File: config.mk
export PLATFORM = sky130hd
export DESIGN_NAME = gol_pattern_loader
export DESIGN_NICKNAME = d
export VERILOG_FILES = /design/src/rtl/gol_pattern_loader.sv
export SDC_FILE = /design/constraint.sdc
export NUM_CORES = 1
export LEC_CHECK = 0
export CORE_AREA = 2 2 229 231
export CTS_CLUSTER_DIAMETER = 60
export DETAILED_ROUTE_END_ITERATION = 10
export DIE_AREA = 0 0 231 233
export GPL_ROUTABILITY_DRIVEN = 0
export HOLD_SLACK_MARGIN = 0.06
export PLACE_DENSITY = 0.8
export REMOVE_ABC_BUFFERS = 1
export SLEW_MARGIN = 15
export SYNTH_ARGS = -nofsm -noshare
export SYNTH_HDL_FRONTEND = slang
export SYNTH_SLANG_ARGS = --single-unit
File: constraint.sdc
create_clock -name clk -period 21.4 [get_ports clk]
set_input_delay 2.14 -clock clk [delete_from_list [all_inputs] [get_ports clk]]
set_output_delay 2.14 -clock clk [all_outputs]
set_load 0.02 [all_outputs]
File: src/rtl/gol_pattern_loader.sv
// Byte-stream loader for the Game-of-Life grid: assembles NBYTES into cells_img, then pulses overwrite.
// Optional macro LOADER_CHECKSUM_EN: expects a trailing XOR checksum byte and raises err on mismatch.
module gol_pattern_loader #(
    parameter int unsigned CELLS_X    = 32,
    parameter int unsigned CELLS_Y    = 18,
    parameter int unsigned OVR_CYCLES = 2
) (
    input  logic                       clk,
    input  logic                       rst,
    input  logic                       start,
    input  logic [7:0]                 in_data,
    input  logic                       in_valid,
    output logic                       in_ready,
    output logic [CELLS_X*CELLS_Y-1:0] cells_img,
    output logic                       overwrite,
    output logic                       busy,
    output logic                       done,
    output logic                       err
);

    localparam int unsigned NCELLS = CELLS_X * CELLS_Y;
    localparam int unsigned NBYTES = NCELLS / 8;
    localparam int unsigned CNT_W  = $clog2(NBYTES + 1);
    localparam int unsigned IDX_W  = $clog2(NCELLS);
    localparam int unsigned OVR_W  = (OVR_CYCLES > 1) ? $clog2(OVR_CYCLES) : 1;
    localparam logic [CNT_W-1:0] CNT_LAST = CNT_W'(NBYTES - 1);
    localparam logic [OVR_W-1:0] OVR_LAST = OVR_W'(OVR_CYCLES - 1);

    typedef enum logic [2:0] {
        S_IDLE,
        S_LOAD,
        S_CHECK,
        S_STROBE,
        S_DONE
    } state_t;

    state_t             r_state;
    logic [CNT_W-1:0]   r_cnt;
    logic [OVR_W-1:0]   r_ovr_cnt;
    logic [NCELLS-1:0]  r_cells;
    logic               r_in_ready;
    logic               r_overwrite;
    logic               r_busy;
    logic               r_done;
    logic [IDX_W-1:0]   w_base;

    // Bit offset of the byte slot addressed by the counter
    assign w_base = IDX_W'(r_cnt) << 3;

`ifdef LOADER_CHECKSUM_EN
    logic [7:0] r_xor;
    logic       r_err;
    assign err = r_err;
`else
    assign err = 1'b0;
`endif

    always_ff @(posedge clk or posedge rst) begin
        if (rst) begin
            r_state     <= S_IDLE;
            r_cnt       <= '0;
            r_ovr_cnt   <= '0;
            r_cells     <= '0;
            r_in_ready  <= 1'b0;
            r_overwrite <= 1'b0;
            r_busy      <= 1'b0;
            r_done      <= 1'b0;
`ifdef LOADER_CHECKSUM_EN
            r_xor       <= 8'h00;
            r_err       <= 1'b0;
`endif
        end else begin
            r_done <= 1'b0;
`ifdef LOADER_CHECKSUM_EN
            r_err  <= 1'b0;
`endif
            case (r_state)
                S_IDLE: begin
                    if (start) begin
                        r_state    <= S_LOAD;
                        r_cnt      <= '0;
                        r_in_ready <= 1'b1;
                        r_busy     <= 1'b1;
`ifdef LOADER_CHECKSUM_EN
                        r_xor      <= 8'h00;
`endif
                    end
                end
                S_LOAD: begin
                    // start restarts the load and drops the byte presented this cycle
                    if (start) begin
                        r_cnt <= '0;
`ifdef LOADER_CHECKSUM_EN
                        r_xor <= 8'h00;
`endif
                    end else if (in_valid) begin
                        r_cells[w_base +: 8] <= in_data;
`ifdef LOADER_CHECKSUM_EN
                        r_xor <= r_xor ^ in_data;
`endif
                        if (r_cnt == CNT_LAST) begin
`ifdef LOADER_CHECKSUM_EN
                            r_state     <= S_CHECK;
`else
                            r_state     <= S_STROBE;
                            r_in_ready  <= 1'b0;
                            r_overwrite <= 1'b1;
                            r_ovr_cnt   <= '0;
`endif
                        end else begin
                            r_cnt <= r_cnt + CNT_W'(1);
                        end
                    end
                end
`ifdef LOADER_CHECKSUM_EN
                S_CHECK: begin
                    if (start) begin
                        r_state <= S_LOAD;
                        r_cnt   <= '0;
                        r_xor   <= 8'h00;
                    end else if (in_valid) begin
                        r_in_ready <= 1'b0;
                        if (in_data == r_xor) begin
                            r_state     <= S_STROBE;
                            r_overwrite <= 1'b1;
                            r_ovr_cnt   <= '0;
                        end else begin
                            r_state <= S_IDLE;
                            r_busy  <= 1'b0;
                            r_err   <= 1'b1;
                        end
                    end
                end
`endif
                S_STROBE: begin
                    // Strobe length is fixed; start is ignored here
                    if (r_ovr_cnt == OVR_LAST) begin
                        r_state     <= S_DONE;
                        r_overwrite <= 1'b0;
                        r_done      <= 1'b1;
                    end else begin
                        r_ovr_cnt <= r_ovr_cnt + OVR_W'(1);
                    end
                end
                S_DONE: begin
                    r_state <= S_IDLE;
                    r_busy  <= 1'b0;
                end
                default: begin
                    r_state     <= S_IDLE;
                    r_in_ready  <= 1'b0;
                    r_overwrite <= 1'b0;
                    r_busy      <= 1'b0;
                end
            endcase
        end
    end

    assign in_ready  = r_in_ready;
    assign cells_img = r_cells;
    assign overwrite = r_overwrite;
    assign busy      = r_busy;
    assign done      = r_done;

endmodule

Fig. 1: run 1, routed metal per tile
The die is cut into 23 by 23 equal tiles; dark blue is low, red is high, scaled to the fullest tile. Values are wire area over tile area, all layers added.
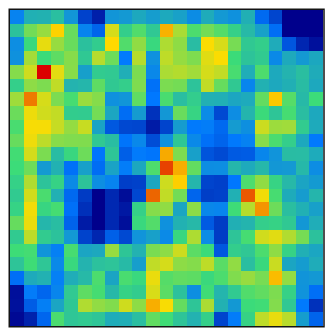
The fullest tile reaches 0.53. The mean over all tiles is 0.23. 1.9% of the tiles are nearly empty. 36% of the tiles are over half the peak.

Fig. 2: run 1, I/O nets highlighted
Scale bar: 50 um.
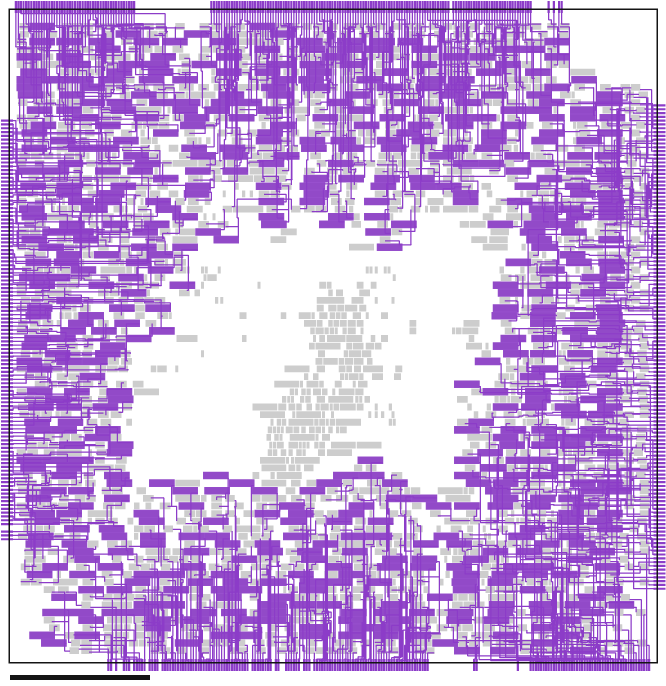
Key: cells_img = purple [bits 576, direction output, edge 175 top, 163 bottom, 128 right, 110 left, end cells 576, buffers 576, wire 28.7 mm]
number of port buffers: 591
I/O pin cnt: 593

==> flow_summary.json, run 1 <==
{
  "instances_no_fill": 2972,
  "power.switching_fraction_pct": 23.97,
  "crit_slowest_cell": "sky130_fd_sc_hd__buf_4",
  "hold_viol": 0,
  "ctsHtreeMaxLevel": 2,
  "sequential_element_share_of_the_synthesized_area_pct": 61.45,
  "crit_path_end": "cells_img[394]",
  "power_sequential_uw": 1140,
  "max_cap_violations": 0,
  "clock-sinks": 591,
  "cts.path.max_buffers": 3,
  "combinationalPower_uw": 152,
  "largest_net_degree_at_the_start_of_global_routing": 143,
  "clk_network_pwr_share_pct": 44.3,
  "dieHeight_um": 233,
  "routed_length_per_placed_instance_um": 25.85,
  "slew_violations": 0,
  "tritoncts": "built",
  "place.detailed.hpwl_um": 54040,
  "post_synth_num_cell_types": 64,
  "routed-via-count": 16470,
  "dpl_cell_area_mm2": 0.03066,
  "synthXorXnorAreaFrac_pct": 0.1456,
  "dominant_power_group": "sequential cells",
  "slew_of_the_pin_with_the_lowest_slew_margin_ns": 1.119,
  "cts_resized": 0,
  "tritoncts.num_buffers": 58,
  "post_synth_and_or_nand_nor_area_fraction_pct": 7.877,
  "crit_path_start_kind": "primary input",
  "critical_path.max_fanout": 142,
  "finalWorstSetupSlack_ns": 15.42,
  "final.setup.tns_ns": 0,
  "crit_path_frequent_cell": "sky130_fd_sc_hd__buf_4",
  "fp.dieArea_mm2": 0.05382,
  "post_synth_inst_count": 1657,
  "dp_worst_setup_slack_ns": 14.22,
  "initial_drc_count": 869,
  "post-route-period-util_pct": 27.93,
  "crit_type": "primary input to async pin",
  "status": "complete, no violations",
  "timing.critical_path.cells": "clkdlybuf4s50_1 -> inv_8 -> buf_6 -> buf_4 -> buf_4 -> buf_4",
  "rows": 83
}
Fig. 3: run 1, cell classes on the final placement
Fill, decap, tap and diode cells in gray.
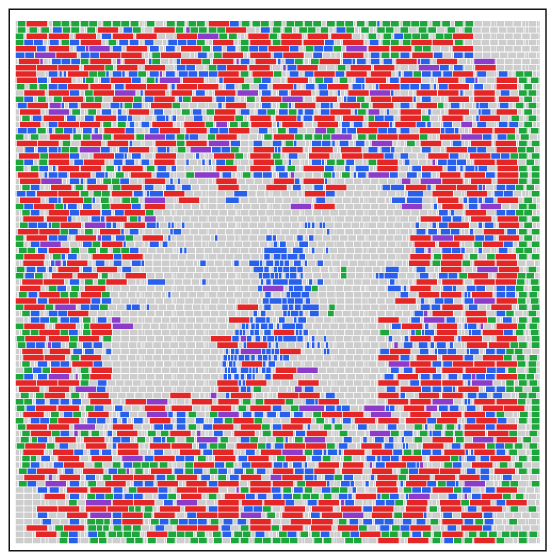
Key: other buffers and delay cells = green [cells 610]; clock drivers and dummy loads = purple [cells 108]; flops = red [cells 591]; combinational and other logic = blue [cells 982]
area of the core: 0.05109 mm^2
share of the final layout cell area in sequential cells: 45.38%
Post-Layout Inst Area: 0.03259 mm^2

run 1: Yosys cell counts, drive strengths merged, types with 3 or more instances:
cell type	number	area share [%]
nor2	113	1.8
nor3b	8	0.36
inv	7	0.11
o21ai	17	0.37
buf	32	0.77
ha	5	0.26
a211oi	3	0.15
dfrtp	591	61
and2	5	0.13
or3	4	0.10
mux2	576	27
nor2b	5	0.13
nor3	69	2.0
nand2	52	0.81
nand4	5	0.16
a21oi	7	0.15
clkbuf	52	0.81
a21boi	8	0.25
nand3	33	1.2
nand2b	4	0.10
and3	19	0.49
or4	3	0.11
or2	6	0.17
run 1: logic make-up (layout without fill, tap and decap cells):
logic type      Yosys count  in the layout
compound gates           54             54
xor+xnor                  4              4
flops                   591            591
fa+ha+maj                 5              5
mux                     576            576
other cells               1              2
buf+inv                  91            725
simple gates            335            335
run 1: metrics by stage:
step                      total power [uW]  util, %
after floorplan                       1231        -
after global placement                1305    60.01
after detailed placement              1308    60.01
after CTS                             2327    63.77
after global routing                  2382    63.78
final                                 2311    63.78
run 1: registers in the layout, indices dropped and copies added (netlist names):
register / count
cells_img: 576
r_state: 3
r_cnt: 7
busy: 1
in_ready: 1
done: 1
r_ovr_cnt: 1
overwrite: 1
run 1: per-layer routing:
metal | GRT usage [%] | vias to the layer above | routed length [um]
met5 | 0 | - | 0
met4 | 11.27 | 0 | 2879
met3 | 6.544 | 151 | 4979
met2 | 48.01 | 607 | 38530
met1 | 35.31 | 8665 | 30440
li1 | - | 7050 | -
run 1: final cells by class:
type	instances	area, um^2	share of cell area [%]
Sequential cell	591	14790	45.38
Multi-Input combinational cell	975	8931	27.41
Timing Repair Buffer	610	6062	18.60
Clock buffer	86	1710	5.248
Tap cell	680	850.8	2.611
Clock inverter	22	209.0	0.6412
Inverter	7	33.78	0.1037
Antenna cell	1	2.502	0.007679
==> run 1 -> run 2 <==
==> constraint.sdc (replaced) <==
create_clock -name clk -period 5.85 [get_ports clk]
set_input_delay 0.585 -clock clk [delete_from_list [all_inputs] [get_ports clk]]
set_output_delay 0.585 -clock clk [all_outputs]
set_load 0.02 [all_outputs]
Fig. 4: run 2, PDN straps and rails
Scale bar: 50 um. Pins as bars on the die edge. Tap cells in gray.
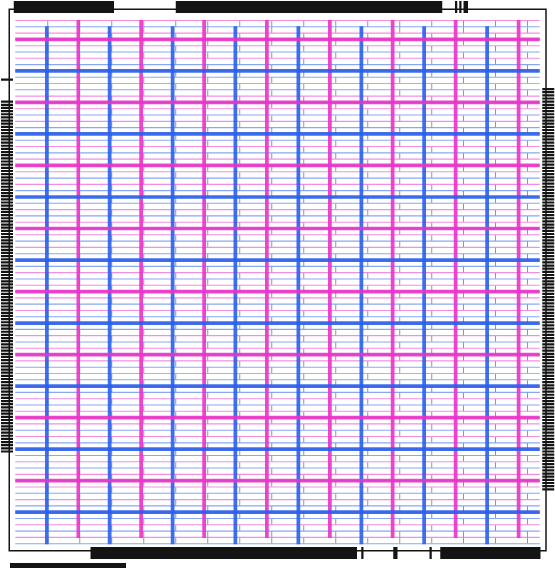
Key: VDD = magenta; VSS = blue
680 tap cells. The core has 83 rows. 84 met1 rails follow the rows.
Die X: 231 um
DIE HEIGHT: 233 um
VDD IR max: 0.2534 mV

Fig. 5: run 2, placed standard cells
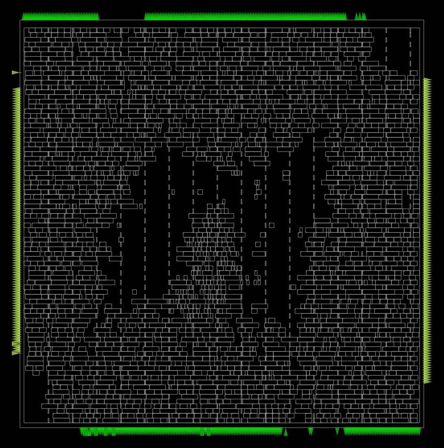
tapcell count: 680
share of the final layout cell area in sequential cells: 45.16%

==> run 2 against run 1 <==
  * Flip-flop count stayed put
  * Utilization is 0.32 points higher
  * Wire length is 0.54% higher
  * Largest power group unchanged
  * Highest routed layer unchanged
  * Final cell count is 0.13% higher
  * Critical path depth is 2 higher
  * Via count is 0.52% lower
  * Hold slack better by 0.0014 ns
  * Non-clock buffer count stayed put
  * Clock power went up to 3.9 times the previous value
  * Synthesized cell count stayed put
==> flow_summary.json, run 2 <==
{
  "largest_reg_flops": 576,
  "max_cap_violations": 0,
  "post_synth_main_area_contributors": "sky130_fd_sc_hd__dfrtp_1 (61%), sky130_fd_sc_hd__mux2_2 (27%), sky130_fd_sc_hd__nor2_1 (1.7%)",
  "combinationalPower_uw": 553,
  "post_synth_num_cell_types": 64,
  "grt_busiest_layer": "met2",
  "tritoncts.num_buffers": 61,
  "largest_net_degree_at_the_start_of_global_routing": 166,
  "post-synth-top-count-cell": "sky130_fd_sc_hd__dfrtp_1",
  "synth_largest_type_area_fraction_pct": 61.45,
  "tritoncts": "built",
  "crit_type": "flop to flop",
  "clk_network_pwr_share_pct": 45.6,
  "cts_hold_buf": 0,
  "synthDominantAreaCellType": "sky130_fd_sc_hd__dfrtp_1",
  "route.layer.met1.wl_um": 30940,
  "rsz0062_at_grt": "false",
  "port-buffer-count": 591,
  "sequential_element_share_of_the_synthesized_area_pct": 61.45,
  "wl_met3_um": 4948,
  "post_synth_inst_count": 1657,
  "highest-signal-layer": "met4",
  "setup_viol": 0,
  "status": "complete, no violations",
  "placeableCoreArea_mm2": 0.05109,
  "dp_worst_setup_slack_ns": 1.551,
  "place.detailed.hpwl_um": 54190,
  "setup.worst_path.end_class": "flop",
  "final.setup.tns_ns": 0,
  "root_buffer": "sky130_fd_sc_hd__clkbuf_16",
  "met2RoutedLength_um": 38790,
  "fp.dieArea_mm2": 0.05382,
  "crit_slowest_cell": "sky130_fd_sc_hd__nand4b_1",
  "power.switching_fraction_pct": 23.88,
  "slew_violations": 0,
  "hold_viol": 0,
  "critical_path.max_fanout": 19,
  "cts.path.max_buffers": 3,
  "io_pins": 593,
  "finalWorstSetupSlack_ns": 1.519,
  "top_cells_by_count": "sky130_fd_sc_hd__dfrtp_1 (591), sky130_fd_sc_hd__mux2_2 (575), sky130_fd_sc_hd__nor2_1 (111)",
  "crit_path_start_kind": "flop",
  "clock-sinks": 591,
  "power_sequential_uw": 4150,
  "cts_resized": 0,
  "met1_usage_pct": 35.86
}
Fig. 6: run 2, routed metal per tile
The die is cut into 23 by 23 equal tiles; dark blue is low, red is high, scaled to the fullest tile. Values are wire area over tile area, all layers added.
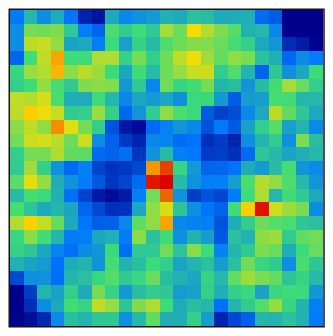
1.9% of the tiles are nearly empty. 30% of the tiles are over half the peak. The fullest tile reaches 0.56.
global-route usage over all layers: 28.61%
routed length per placed instance: 25.95 um
drt total wl: 77,240 um
total via count in the routed design: 16,390

-- run 2: cell counts after synthesis --
No cell type changed its count.
-- run 2: path summary, 6_finish.rpt --
kind,startpoint,endpoint,slack [ns],cells after the start
max,r_cnt[0],cells_img[515],1.52,8
min,cells_img[257],cells_img[257],0.50,1
max reg2reg,r_cnt[0],cells_img[515],1.52,8
min reg2reg,cells_img[257],cells_img[257],0.50,1
max in group asynchronous,rst,cells_img[56],3.82,3
min in group asynchronous,rst,cells_img[261],0.52,2
-- run 2: kinds of logic (layout without fill, tap and decap cells) --
| family | after synthesis | count (layout) | synth area share [%] |
|---|---|---|---|
| xor+xnor | 4 | 4 | 0.1456 |
| simple gates | 335 | 335 | 7.877 |
| compound gates | 54 | 54 | 1.607 |
| fa+ha+maj | 5 | 5 | 0.2600 |
| mux | 576 | 576 | 26.95 |
| buf+inv | 91 | 729 | 1.690 |
| other cells | 1 | 2 | 0.01558 |
| flops | 591 | 591 | 61.45 |
-- run 2: final cells by class --
cell class / instances / area (um^2) / share of cell area, %
multi-input combinational: 975 / 8930 / 27.27
tap: 680 / 850.8 / 2.598
sequential: 591 / 14790 / 45.16
timing repair buffer: 610 / 6096 / 18.61
antenna: 1 / 2.502 / 0.007641
inverter: 7 / 33.78 / 0.1031
clock buffer: 87 / 1794 / 5.478
clock inverter: 25 / 255.2 / 0.7793
-- run 2: stage by stage --
| stage | total power [uW] | utilization (%) | area [um^2] | instances |
|---|---|---|---|---|
| finish | 8645 | 64.10 | 32750 | 2976 |
| global route | 8918 | 64.10 | 32750 | 2975 |
| CTS | 8712 | 64.10 | 32750 | 2975 |
| detailed placement | 4785 | 60.08 | 30700 | 2863 |
| global placement | 4775 | 60.08 | 30700 | 2863 |
| floorplan | 4502 | - | 23690 | 1573 |
No activity file was given, so power comes from the tool's default toggle rates.
